<file path="src/rtl/ctrl_pkg.sv">
// ctrl_pkg: shared encodings for the multi-cycle MIPS-subset control unit.
// State codes, opcode/funct constants, ALU operation codes and the
// select codes driven towards fetch and the register-file write port.
// The optional halt state is only reachable when CTRL_HALT_EN is defined.
package ctrl_pkg;

   // FSM state encoding (also exposed on the debug state output)
   typedef enum logic [2:0] {
      S_IF   = 3'd0,
      S_ID   = 3'd1,
      S_EX   = 3'd2,
      S_MEM  = 3'd3,
      S_WB   = 3'd4,
      S_HALT = 3'd5
   } state_t;

   // Instruction classes produced by the decoder
   typedef enum logic [3:0] {
      C_R_ALU = 4'd0,
      C_I_ALU = 4'd1,
      C_LW    = 4'd2,
      C_SW    = 4'd3,
      C_BEQ   = 4'd4,
      C_BNE   = 4'd5,
      C_J     = 4'd6,
      C_JAL   = 4'd7,
      C_JR    = 4'd8,
      C_ILL   = 4'd9
   } iclass_t;

   // Opcodes (ir[31:26])
   localparam logic [5:0] OP_RTYPE = 6'b000000;
   localparam logic [5:0] OP_J     = 6'b000010;
   localparam logic [5:0] OP_JAL   = 6'b000011;
   localparam logic [5:0] OP_BEQ   = 6'b000100;
   localparam logic [5:0] OP_BNE   = 6'b000101;
   localparam logic [5:0] OP_ADDI  = 6'b001000;
   localparam logic [5:0] OP_SLTI  = 6'b001010;
   localparam logic [5:0] OP_ANDI  = 6'b001100;
   localparam logic [5:0] OP_ORI   = 6'b001101;
   localparam logic [5:0] OP_XORI  = 6'b001110;
   localparam logic [5:0] OP_LW    = 6'b100011;
   localparam logic [5:0] OP_SW    = 6'b101011;

   // R-type funct codes (ir[5:0])
   localparam logic [5:0] F_SLL = 6'b000000;
   localparam logic [5:0] F_JR  = 6'b001000;
   localparam logic [5:0] F_ADD = 6'b100000;
   localparam logic [5:0] F_SUB = 6'b100010;
   localparam logic [5:0] F_AND = 6'b100100;
   localparam logic [5:0] F_OR  = 6'b100101;
   localparam logic [5:0] F_XOR = 6'b100110;
   localparam logic [5:0] F_NOR = 6'b100111;
   localparam logic [5:0] F_SLT = 6'b101010;

   // ALU operation codes
   localparam logic [3:0] ALU_ADD = 4'd0;
   localparam logic [3:0] ALU_SUB = 4'd1;
   localparam logic [3:0] ALU_AND = 4'd2;
   localparam logic [3:0] ALU_OR  = 4'd3;
   localparam logic [3:0] ALU_XOR = 4'd4;
   localparam logic [3:0] ALU_NOR = 4'd5;
   localparam logic [3:0] ALU_SLT = 4'd6;
   localparam logic [3:0] ALU_SLL = 4'd7;

   // PC select codes towards the fetch stage
   localparam logic [1:0] PC_S_SEQ = 2'b00;  // PC+4
   localparam logic [1:0] PC_S_REG = 2'b01;  // register A (jr)
   localparam logic [1:0] PC_S_BR  = 2'b10;  // branch target
   localparam logic [1:0] PC_S_JMP = 2'b11;  // jump target

   // Destination register select
   localparam logic [1:0] WR_S_RD  = 2'b00;
   localparam logic [1:0] WR_S_RT  = 2'b01;
   localparam logic [1:0] WR_S_R31 = 2'b10;

   // Register-file write-data select
   localparam logic [1:0] WD_S_ALU = 2'b00;
   localparam logic [1:0] WD_S_MEM = 2'b01;
   localparam logic [1:0] WD_S_PC  = 2'b10;

   // Branch resolution from the class and the ALU zero flag
   function automatic logic branch_taken(input iclass_t cls, input logic zf);
      return ((cls == C_BEQ) && zf) || ((cls == C_BNE) && !zf);
   endfunction

endpackage

</file>
<file path="src/rtl/ctrl_fsm_decode.sv">
// ctrl_decode: purely combinational decode of opcode/funct into an
// instruction class plus the ALU controls that depend only on the
// instruction. Anything outside the supported subset decodes to C_ILL.
module ctrl_decode
   import ctrl_pkg::*;
(
   input  logic [5:0] opcode,
   input  logic [5:0] funct,
   output iclass_t    cls,
   output logic [3:0] alu_op,
   output logic       imm_s,
   output logic       alu_b_s,
   output logic       legal
);

   // Opcode/funct table lookup; defaults describe an illegal instruction
   always_comb begin
      cls     = C_ILL;
      alu_op  = ALU_ADD;
      imm_s   = 1'b0;
      alu_b_s = 1'b0;
      unique case (opcode)
         OP_RTYPE: begin
            cls = C_R_ALU;
            unique case (funct)
               F_ADD:   alu_op = ALU_ADD;
               F_SUB:   alu_op = ALU_SUB;
               F_AND:   alu_op = ALU_AND;
               F_OR:    alu_op = ALU_OR;
               F_XOR:   alu_op = ALU_XOR;
               F_NOR:   alu_op = ALU_NOR;
               F_SLT:   alu_op = ALU_SLT;
               F_SLL:   alu_op = ALU_SLL;
               F_JR:    cls    = C_JR;
               default: cls    = C_ILL;
            endcase
         end
         OP_J:   cls = C_J;
         OP_JAL: cls = C_JAL;
         OP_BEQ: begin
            cls    = C_BEQ;
            alu_op = ALU_SUB;
            imm_s  = 1'b1;
         end
         OP_BNE: begin
            cls    = C_BNE;
            alu_op = ALU_SUB;
            imm_s  = 1'b1;
         end
         OP_ADDI: begin
            cls     = C_I_ALU;
            alu_op  = ALU_ADD;
            imm_s   = 1'b1;
            alu_b_s = 1'b1;
         end
         OP_SLTI: begin
            cls     = C_I_ALU;
            alu_op  = ALU_SLT;
            imm_s   = 1'b1;
            alu_b_s = 1'b1;
         end
         OP_ANDI: begin
            cls     = C_I_ALU;
            alu_op  = ALU_AND;
            alu_b_s = 1'b1;
         end
         OP_ORI: begin
            cls     = C_I_ALU;
            alu_op  = ALU_OR;
            alu_b_s = 1'b1;
         end
         OP_XORI: begin
            cls     = C_I_ALU;
            alu_op  = ALU_XOR;
            alu_b_s = 1'b1;
         end
         OP_LW: begin
            cls     = C_LW;
            alu_op  = ALU_ADD;
            imm_s   = 1'b1;
            alu_b_s = 1'b1;
         end
         OP_SW: begin
            cls     = C_SW;
            alu_op  = ALU_ADD;
            imm_s   = 1'b1;
            alu_b_s = 1'b1;
         end
         default: cls = C_ILL;
      endcase
   end

   assign legal = (cls != C_ILL);

endmodule

</file>
<file path="src/rtl/ctrl_fsm.sv">
// ctrl_fsm: five-state multi-cycle control unit (IF/ID/EX/MEM/WB) for a
// MIPS-subset datapath. Outputs are Moore-style from state and the latched
// ir, except the branch decision in EX (zf) and the sw strobe in MEM
// (mem_rdy). Optional macro CTRL_HALT_EN: an illegal instruction parks the
// FSM in S_HALT until reset instead of executing as a NOP.
//
// Memory handshake: mem_rdy is only looked at in S_MEM. The access is
// complete on the first rising edge in S_MEM with mem_rdy=1; a store drives
// mem_we during exactly that cycle. Every S_MEM cycle with mem_rdy=0 is a
// wait cycle counted by a saturating 4-bit counter; a wait beyond
// MEM_WAIT_MAX sets the sticky mem_timeout flag (cleared only by rst).
module ctrl_fsm
   import ctrl_pkg::*;
#(
   parameter int ADDR_W       = 32,
   parameter int MEM_WAIT_MAX = 15
) (
   input  logic              clk,
   input  logic              rst,
   input  logic [ADDR_W-1:0] inst_code,
   input  logic              zf,
   input  logic              mem_rdy,
   output logic [ADDR_W-1:0] ir,
   output logic [1:0]        pc_s,
   output logic              pc_we,
   output logic              rf_we,
   output logic [1:0]        w_r_s,
   output logic [1:0]        wr_data_s,
   output logic [3:0]        alu_op,
   output logic              alu_b_s,
   output logic              imm_s,
   output logic              mem_we,
   output logic [2:0]        state,
   output logic              illegal,
   output logic              mem_timeout
);

   localparam logic [3:0] WAIT_LIM = 4'(MEM_WAIT_MAX);
   localparam logic [3:0] CNT_SAT  = 4'hF;

   state_t     st;
   state_t     st_nxt;
   logic [3:0] wait_cnt;
   iclass_t    cls;
   logic       legal;
   logic       pc_we_c;
   logic       rf_we_c;
   logic       mem_we_c;
   logic       illegal_c;

   ctrl_decode u_decode (
      .opcode  (ir[31:26]),
      .funct   (ir[5:0]),
      .cls     (cls),
      .alu_op  (alu_op),
      .imm_s   (imm_s),
      .alu_b_s (alu_b_s),
      .legal   (legal)
   );

   assign state = st;

   // State register and instruction latch (ir only loads in S_IF)
   always_ff @(posedge clk or posedge rst) begin
      if (rst) begin
         st <= S_IF;
         ir <= '0;
      end else begin
         st <= st_nxt;
         if (st == S_IF) begin
            ir <= inst_code;
         end
      end
   end

   // MEM wait counter (saturating) and sticky timeout flag
   always_ff @(posedge clk or posedge rst) begin
      if (rst) begin
         wait_cnt    <= '0;
         mem_timeout <= 1'b0;
      end else if (st == S_MEM) begin
         if (mem_rdy) begin
            wait_cnt <= '0;
         end else begin
            if (wait_cnt >= WAIT_LIM) begin
               mem_timeout <= 1'b1;
            end
            if (wait_cnt != CNT_SAT) begin
               wait_cnt <= wait_cnt + 4'd1;
            end
         end
      end else begin
         wait_cnt <= '0;
      end
   end

   // Next-state logic, strobes and selects from state and decoded class
   always_comb begin
      st_nxt    = st;
      pc_s      = PC_S_SEQ;
      pc_we_c   = 1'b0;
      rf_we_c   = 1'b0;
      mem_we_c  = 1'b0;
      illegal_c = 1'b0;
      // write-port selects follow the instruction class; rf_we qualifies them
      unique case (cls)
         C_I_ALU: begin
            w_r_s     = WR_S_RT;
            wr_data_s = WD_S_ALU;
         end
         C_LW: begin
            w_r_s     = WR_S_RT;
            wr_data_s = WD_S_MEM;
         end
         C_JAL: begin
            w_r_s     = WR_S_R31;
            wr_data_s = WD_S_PC;
         end
         default: begin
            w_r_s     = WR_S_RD;
            wr_data_s = WD_S_ALU;
         end
      endcase

      unique case (st)
         S_IF: begin
            pc_we_c = 1'b1;
            st_nxt  = S_ID;
         end
         S_ID: begin
            unique case (cls)
               C_JR: begin
                  pc_we_c = 1'b1;
                  pc_s    = PC_S_REG;
                  st_nxt  = S_IF;
               end
               C_J: begin
                  pc_we_c = 1'b1;
                  pc_s    = PC_S_JMP;
                  st_nxt  = S_IF;
               end
               C_JAL: begin
                  pc_we_c = 1'b1;
                  pc_s    = PC_S_JMP;
                  rf_we_c = 1'b1;
                  st_nxt  = S_IF;
               end
               C_ILL: begin
                  illegal_c = 1'b1;
`ifdef CTRL_HALT_EN
                  st_nxt    = S_HALT;
`else
                  st_nxt    = S_IF;
`endif
               end
               default: st_nxt = S_EX;
            endcase
         end
         S_EX: begin
            unique case (cls)
               C_BEQ, C_BNE: begin
                  if (branch_taken(cls, zf)) begin
                     pc_we_c = 1'b1;
                     pc_s    = PC_S_BR;
                  end
                  st_nxt = S_IF;
               end
               C_LW, C_SW:       st_nxt = S_MEM;
               C_R_ALU, C_I_ALU: st_nxt = S_WB;
               default:          st_nxt = S_IF;
            endcase
         end
         S_MEM: begin
            if (mem_rdy) begin
               if (cls == C_SW) begin
                  mem_we_c = 1'b1;
                  st_nxt   = S_IF;
               end else begin
                  st_nxt   = S_WB;
               end
            end
         end
         S_WB: begin
            rf_we_c = 1'b1;
            st_nxt  = S_IF;
         end
         S_HALT: begin
`ifdef CTRL_HALT_EN
            st_nxt = S_HALT;
`else
            st_nxt = S_IF;
`endif
         end
         default: st_nxt = S_IF;
      endcase
   end

   // Strobes are forced low while reset is held
   assign pc_we   = pc_we_c   & ~rst;
   assign rf_we   = rf_we_c   & ~rst;
   assign mem_we  = mem_we_c  & ~rst;
   assign illegal = illegal_c & ~rst & legal_n_unused_guard();

   // legality is carried by the class; this keeps the flag tied to decode
   function automatic logic legal_n_unused_guard();
      return ~legal;
   endfunction

endmodule
</file>
<file path="config.mk">
export PLATFORM = sky130hd
export DESIGN_NAME = ctrl_fsm
export DESIGN_NICKNAME = d
export VERILOG_FILES = /design/src/rtl/ctrl_pkg.sv /design/src/rtl/ctrl_fsm_decode.sv /design/src/rtl/ctrl_fsm.sv
export SDC_FILE = /design/constraint.sdc
export NUM_CORES = 1
export LEC_CHECK = 0
export CORE_MARGIN = 4
export CORE_UTILIZATION = 46
export DETAILED_ROUTE_END_ITERATION = 8
export GPL_TIMING_DRIVEN = 1
export PLACE_DENSITY_LB_ADDON = 0.05
export SLEW_MARGIN = 20
export SYNTH_ARGS = -nofsm -noshare
export SYNTH_HDL_FRONTEND = slang
export SYNTH_SLANG_ARGS = --single-unit
</file>
<file path="constraint.sdc">
create_clock -name clk -period 3.5 [get_ports clk]
set_input_delay 0.875 -clock clk [delete_from_list [all_inputs] [get_ports clk]]
set_output_delay 0.875 -clock clk [all_outputs]
set_load 0.03 [all_outputs]
</file>
Fig. 1: run 1, M1 wires
Supply wires on this layer in grey.
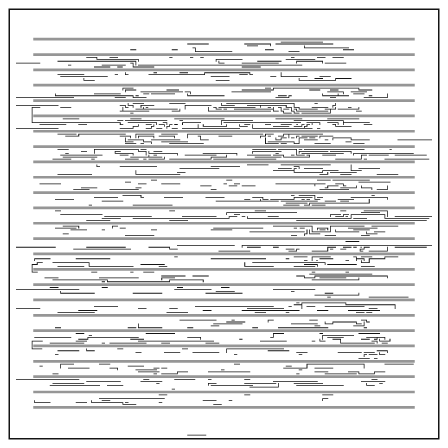
The longest straight run is 33.6 um. The layer carries 2350 um of wire. The layer holds 45% of the routed length.

Fig. 2: run 1, metal 2
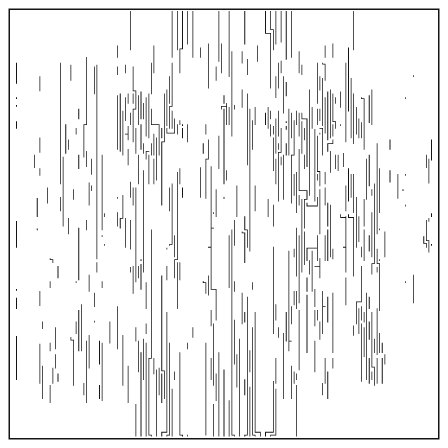
The layer holds 46% of the routed length. 293 nets have wire on it. The wires run mostly vertical.

Fig. 3: run 1, metal 3
The bar under the picture is 20 um long.
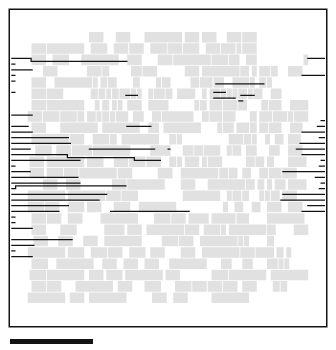
The longest straight run is 26.4 um. The layer carries 449 um of wire. 56 nets have wire on it.

==> COMMIT_EDITMSG, run 1 <==
Record implementation results from latest flow run

* Status: finished clean
- Logged for this run, the post-placement worst setup slack is 181 ps.
* Worst path arrival time: 2470 ps
- Per the final timing report, the hold violations number 0.
- Startpoint class of the critical path: flip-flop
- The synth_stat.txt file lists the number of cells as 201.
- The wire length recorded after detailed routing is 5.23 mm.
- Slew Limit Fails: 0
* Number of diodes: 0
- Before antenna repair, the detailed router went through 4 iterations.
- The initial antenna violation count is 0.
- After synthesis the netlist holds a flip-flop and latch count of 40.
* Max capacitance violation total: 0
- TritonRoute output was used to compute an average wire per cell of 15.1 um.
- Tally of filler cells in the layout: 340
* Relative contribution of combinational cells to total power: 62.1%
- Commonest non-fill, non-tap cells in the layout: 80 x sky130_fd_sc_hd__clkdlybuf4s50_1, 40 x sky130_fd_sc_hd__dfrtp_1, 30 x sky130_fd_sc_hd__mux2_2
* DRT antenna net count: 0
- Max fanout on the critical path was recorded as 11.
* Worst-margin pin slew: 569 ps
* Distinct cell type count after synthesis: 46
* Synth Seq Share: 47.2%
- Number of warning messages in the logs: 26
- Vertical die size: 75.9 um
- Drt drc: 0
==> run 1: final cells by class <==
class	instances	area (um^2)	area share, %
clock buffer	5	68.8	2.18
inverter	4	15.0	0.476
timing repair buffer	97	947	30.0
multi-input combinational	147	1040	33.1
clock inverter	2	12.5	0.397
sequential	40	1000	31.7
tap	52	65.1	2.06
==> run 1: worst paths after layout <==
check | start | to | slack, ps
hold reg to reg | mem_timeout$_DFFE_PP0P_ | mem_timeout$_DFFE_PP0P_ | 480
setup / recovery | ir[28]$_DFFE_PP0P_ | pc_we | 150
min in group asynchronous | rst | wait_cnt[3]$_DFFE_PP0N_ | 1140
hold / removal | mem_timeout$_DFFE_PP0P_ | mem_timeout$_DFFE_PP0P_ | 480
max in group asynchronous | rst | ir[3]$_DFFE_PP0P_ | 2000
setup reg to reg | ir[27]$_DFFE_PP0P_ | state[2]$_DFFE_PP0P_ | 1620
==> run 1: synthesized netlist by cell type, types with 3 or more instances <==
master,number
sky130_fd_sc_hd__nor2b_1,5
sky130_fd_sc_hd__mux2_2,30
sky130_fd_sc_hd__o21ai_0,6
sky130_fd_sc_hd__dfrtp_1,40
sky130_fd_sc_hd__a31oi_1,6
sky130_fd_sc_hd__nor3_1,9
sky130_fd_sc_hd__nand2b_1,5
sky130_fd_sc_hd__nand3_1,4
sky130_fd_sc_hd__inv_1,4
sky130_fd_sc_hd__buf_6,3
sky130_fd_sc_hd__nor4_1,3
sky130_fd_sc_hd__nand2_1,19
sky130_fd_sc_hd__a21oi_1,7
sky130_fd_sc_hd__nor2_1,17
==> run 1: sequential cells by signal (all words and copies together) (netlist names) <==
name,flops
state,3
ir,32
wait_cnt,4
mem_timeout,1
==> run 1: power groups by stage <==
stage          registers (mW)  clock network (mW)  logic, mW
2_1_floorplan            1.25                   0      0.887
5_1_grt                 0.947               0.326       2.09
3_3_place_gp            0.899                   0       1.96
3_5_place_dp            0.909                   0       1.97
4_1_cts                 0.904               0.305       1.97
6_report                0.907               0.289       1.96
==> run 1: stage by stage <==
| step | cell area (um^2) | hold slack, ps |
|---|---|---|
| floorplan | 2120 | 536 |
| global placement | 3060 | 465 |
| detailed placement | 3060 | 465 |
| CTS | 3150 | 487 |
| global route | 3150 | 525 |
| finish | 3150 | 482 |
==> run 1: metal layers <==
| layer | vias up | GRT usage, % | share of wire [%] |
|---|---|---|---|
| li1 | 910 | - | - |
| met3 | 4 | 7.94 | 8.6 |
| met1 | 888 | 24.8 | 45 |
| met2 | 66 | 28.1 | 46 |
| met5 | - | 0 | 0 |
| met4 | 0 | 3.74 | 0.57 |
==> run 1: timing repair <==
item / in CTS / in global routing
setup endpoints to repair: 4 / 3
resized: 4 / 3
pin swaps: 0 / 0
==> run 1: kinds of logic after synthesis <==
family	after synthesis	synth area share [%]
other	1	0.177
and+or+nand+nor	79	19.4
adders and majority gates	1	0.590
AOI/OAI and AO/OA	33	11.3
buffers and inverters	14	4.19
DFF	40	47.2
xor gates and xnor gates	2	0.826
muxes	31	16.4
==> inputs of run 2 (changes only) <==
--- a/config.mk
+++ b/config.mk
@@ -6,7 +6,7 @@
 export NUM_CORES = 1
 export LEC_CHECK = 0
 export CORE_MARGIN = 4
-export CORE_UTILIZATION = 46
+export CORE_UTILIZATION = 43
 export DETAILED_ROUTE_END_ITERATION = 8
 export GPL_TIMING_DRIVEN = 1
 export PLACE_DENSITY_LB_ADDON = 0.05
==> constraint.sdc (replaced) <==
create_clock -name clk -period 3.2 [get_ports clk]
set_input_delay 0.8 -clock clk [delete_from_list [all_inputs] [get_ports clk]]
set_output_delay 0.8 -clock clk [all_outputs]
set_load 0.03 [all_outputs]
Fig. 4: run 2, metal 3
The bar under the picture is 20 um long.
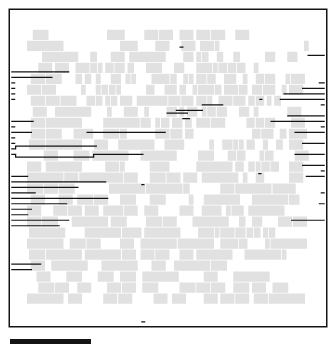
The layer holds 6.9% of the routed length. 49 nets have wire on it.

==> run 2 against run 1 <==
  * Wire length grew 0.46%
  * Flip-flop count is the same
  * Combinational power grew about 10%
  * Worst setup slack lost 18 ps
  * Cell area grew 1.8%
  * Core utilization shrank 3.9 points
  * Clock skew shrank 1.7 ps
  * Register-to-register slack lost 240 ps
  * First-iteration DRC count grew 18%
  * Worst hold slack lost 3.9 ps
  * Via count shrank 1.5%
==> COMMIT_EDITMSG, run 2 <==
Record implementation results from latest flow run

- Per Yosys stat, the portion of area used by sequential elements is 47.2%.
* Startpoint class of the critical path: flip-flop
- Counting endpoints that fail hold in the final report gives 0.
* Tally of filler cells in the layout: 403
- Register with the most flip-flops: ir
- The vertical die dimension reported for this design is 78.2 um.
- Total cells reported by yosys after synthesis: 201
- In this run the remaining antenna-violating nets after routing total 0.
* Most frequent cells after synthesis: 40 x sky130_fd_sc_hd__dfrtp_1, 30 x sky130_fd_sc_hd__mux2_2, 19 x sky130_fd_sc_hd__nand2_1
- First-pass detailed-route iteration total: 4
- Detail-routed net length per standard cell: 14.5 um
- Most numerous cell in the Yosys netlist: sky130_fd_sc_hd__dfrtp_1
* Critical path peak fanout: 8
- Combinational cells account for 60.5% of the total power.
* Drt drc: 0
- Status: finished clean
- Number of flip-flops in the largest register: 32
- The repair_antennas step left the layout with diodes totalling 0.
- In the layout the commonest cells are 78 x sky130_fd_sc_hd__clkdlybuf4s50_1, 40 x sky130_fd_sc_hd__dfrtp_1, 30 x sky130_fd_sc_hd__mux2_2.
* Slew Limit Fails: 0
* Storage cell area: 1000 um^2
-- run 2: cell counts after synthesis --
No cell type changed its count.
-- run 2: final timing paths --
check	from	endpoint
worst max-delay path	ir[27]$_DFFE_PP0P_	pc_s[0]
worst min register to register	mem_timeout$_DFFE_PP0P_	mem_timeout$_DFFE_PP0P_
worst max register to register	ir[29]$_DFFE_PP0P_	state[1]$_DFFE_PP0P_
min in group asynchronous	rst	state[2]$_DFFE_PP0P_
max in group asynchronous	rst	ir[31]$_DFFE_PP0P_
worst min-delay path	mem_timeout$_DFFE_PP0P_	mem_timeout$_DFFE_PP0P_
-- run 2: layout make-up --
cell class                 instances  share of cell area, %
timing repair buffer              97                   29.2
sequential                        40                   31.2
tap                               67                   2.61
clock buffer                       6                   2.57
inverter                           4                  0.468
multi-input combinational        147                   32.7
clock inverter                     2                   1.21
-- run 2: worst max-delay path: stages (launching register included) --
cell                              delay, ps
sky130_fd_sc_hd__dfrtp_1                490
sky130_fd_sc_hd__a211o_1                300
sky130_fd_sc_hd__a211o_1                330
sky130_fd_sc_hd__a31oi_4                200
sky130_fd_sc_hd__o31a_1                 170
sky130_fd_sc_hd__o21ai_1                 70
sky130_fd_sc_hd__inv_1                   70
sky130_fd_sc_hd__clkdlybuf4s15_1        360
-- run 2: per-layer routing --
metal	track usage, %	part of all wire [%]	up-vias
met4	3.50	1.3	0
met2	30.0	47	59
met3	6.54	6.9	6
li1	-	-	913
met5	0	0	-
met1	21.9	44	862
-- run 2: repair_timing --
item | 4_1_cts | 5_1_grt
pin swaps | 0 | 0
setup buffers | 0 | 0
setup endpoints to repair | 2 | 7
gates resized | 2 | 8
gates cloned | 0 | 0
-- run 2: cells by family (layout without fill, tap and decap cells) --
kind of cell | after synthesis | count (layout) | share of synthesized area [%]
flops | 40 | 40 | 47.2
other cells | 1 | 1 | 0.177
xor+xnor | 2 | 2 | 0.826
simple gates | 79 | 79 | 19.4
mux | 31 | 31 | 16.4
fa+ha+maj | 1 | 1 | 0.590
compound gates | 33 | 33 | 11.3
buf+inv | 14 | 109 | 4.19
-- run 2: power by group through the flow --
stage          clock network, mW  logic, mW  registers [mW]
6_report                   0.434       2.16           0.977
5_1_grt                    0.467       2.30            1.02
4_1_cts                    0.446       2.17           0.971
3_5_place_dp                   0       2.17           0.980
3_3_place_gp                   0       2.17           0.969
2_1_floorplan                  0      0.973            1.37
-- run 2: stage by stage --
step	instances	area [um^2]	hold slack (ps)	util (%)	setup slack [ps]
after global routing	363	3210	521	67.5	3.23
after global placement	355	3080	461	64.7	173
after CTS	363	3200	484	67.2	34.5
after floorplan	201	2130	536	-	30.7
after detailed placement	355	3080	461	64.7	135
final	363	3210	478	67.5	135
==> inputs of run 3 (changes only) <==
--- a/config.mk
+++ b/config.mk
@@ -5,6 +5,7 @@
 export SDC_FILE = /design/constraint.sdc
 export NUM_CORES = 1
 export LEC_CHECK = 0
+export CORE_ASPECT_RATIO = 0.6
 export CORE_MARGIN = 4
 export CORE_UTILIZATION = 43
 export DETAILED_ROUTE_END_ITERATION = 8
Fig. 5: run 3, M1 wires
Supply wires on this layer in grey.
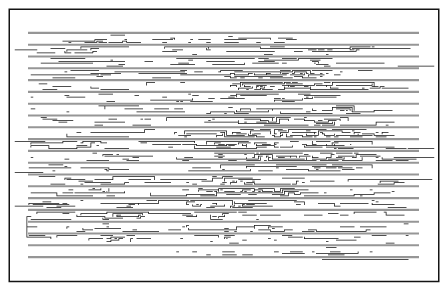
The longest straight run is 24.8 um. The wires run mostly horizontal. 288 nets have wire on it. The layer carries 2530 um of wire. The layer holds 46% of the routed length.

==> run 3 against run 2 <==
  * Cell area grew 1.0%
  * Final cell count decreased by 0.28%
  * Sequential power about the same
  * Critical path type unchanged
  * Highest routed layer is now met3
==> COMMIT_EDITMSG, run 3 <==
Record implementation results from latest flow run

- Per Yosys stat, the portion of area used by sequential elements is 47.2%.
* Number of warning messages in the logs: 26
- The cell that appears most often on the critical path is sky130_fd_sc_hd__a211o_1.
- In the routed design, unresolved DRC markers number 0.
- By instance count, the leading cell after synthesis is sky130_fd_sc_hd__dfrtp_1.
- Per the summary, power density relative to cell area is 1120 nW/um^2.
* Detailed placement HPWL: 4.15 mm
- In the post-route report, total wirelength is listed as 5.44 mm.
* Detail-routed net length per standard cell: 15.0 um
* Hold slack final: 497 ps
- At the pin with the least slew margin, the transition time is 532 ps.
* Critical path peak fanout: 6
* First-pass detailed-route iteration total: 4
- The final antenna diode tally reported by the flow is 0.
- Yosys stat counts 201 cells in the synthesized netlist.
- Cell Area, Synth: 2120 um^2
* Post-CTS setup-driven buffer insertion count: 0
* Register with the most flip-flops: ir
- Together, buffers and inverters on the worst path number 1.
- Startpoint class of the critical path: flip-flop
* Routed vias/inst: 5.20
- The filler cells instantiated in the layout total 386.
- The OpenROAD report gives the critical path a data arrival time of 2290 ps.
* Last weighted congestion value of the routability-driven placer: 0.848
- Sorting the synthesized cells by how often they occur yields 40 x sky130_fd_sc_hd__dfrtp_1, 30 x sky130_fd_sc_hd__mux2_2, 19 x sky130_fd_sc_hd__nand2_1.
* Flip-flop and latch count after synthesis: 40
- Slew Limit Fails: 0
* Final Hold Viols: 0
- The initial antenna violation count was 0.
* Vertical die size: 62.4 um
* DRT antenna net count: 0
- Crit path max-delay cell type: sky130_fd_sc_hd__dfrtp_1
* Number of flip-flops in the largest register: 32
- Total of warnings raised by yosys: 0
* Slowest stage delay, CP: 460 ps
- In this run the maximum-capacitance check reported violations numbering 0.
- Status: finished clean
* Largest delay contributor family on the critical path: AND-OR/OR-AND gates
* Commonest non-fill, non-tap cells in the layout: 77 x sky130_fd_sc_hd__clkdlybuf4s50_1, 39 x sky130_fd_sc_hd__dfrtp_1, 30 x sky130_fd_sc_hd__mux2_2
- The number of different library cells used by synthesis comes to 46.
* CP cell instances: a211o_1, a211o_1, a31oi_4, xnor2_1, nand3b_1, nand2_1, clkdlybuf4s15_1
run 3: final timing paths:
path	endpoint	depth (start not counted)	startpoint	slack [ps]
max in group asynchronous	ir[5]$_DFFE_PP0P_	3	rst	1620
min reg2reg	mem_timeout$_DFFE_PP0P_	1	mem_timeout$_DFFE_PP0P_	500
max reg2reg	state[1]$_DFFE_PP0P_	6	ir[26]$_DFFE_PP0P_	1430
max	pc_s[1]	7	ir[28]$_DFFE_PP0P_	110
min	mem_timeout$_DFFE_PP0P_	1	mem_timeout$_DFFE_PP0P_	500
min in group asynchronous	state[0]$_DFFE_PP0P_	2	rst	900
run 3: through the flow:
stage	std cells	area, um^2	util, %	worst slack (ps)
after detailed placement	354	3100	66.5	30.8
after CTS	362	3230	69.3	52.7
after global routing	362	3240	69.6	0.724
after global placement	354	3100	66.5	83.6
final	362	3240	69.6	115
after floorplan	201	2130	-	30.7
run 3: area by class of cell:
| cell class | count | area (um^2) | area share (%) |
|---|---|---|---|
| Sequential cell | 40 | 1000 | 30.9 |
| Clock buffer | 6 | 82.6 | 2.55 |
| Inverter | 4 | 15.0 | 0.463 |
| Tap cell | 63 | 78.8 | 2.43 |
| Clock inverter | 2 | 38.8 | 1.20 |
| Multi-Input combinational cell | 147 | 1050 | 32.5 |
| Timing Repair Buffer | 100 | 970 | 29.9 |
run 3: report_power, final:
group	leakage (nW)	internal [mW]	switching [mW]	total (mW)
clock network	0.0614	0.255	0.184	0.439
logic	0.840	1.01	1.20	2.21
registers	0.480	0.734	0.240	0.974
total	1.38	2.00	1.62	3.62
run 3: metal layers:
metal	global-route usage [%]	vias up	share of wire (%)
met5	0	-	0
met3	8.58	0	12
met4	1.87	0	0
met1	25.1	883	46
met2	24.8	80	41
li1	-	920	-
run 3: logic make-up after synthesis:
group	share of synthesized area, %
AOI/OAI and AO/OA	11.3
xor gates and xnor gates	0.826
adders and majority gates	0.590
muxes	16.4
DFF	47.2
and+or+nand+nor	19.4
other	0.177
buffers and inverters	4.19
run 3: timing repair:
action,4_1_cts,5_1_grt
endpoints found under the setup margin,3,6
cloned,0,0
gates resized,6,7
Power figures rest on the tool's default switching activity, not on a simulated workload.
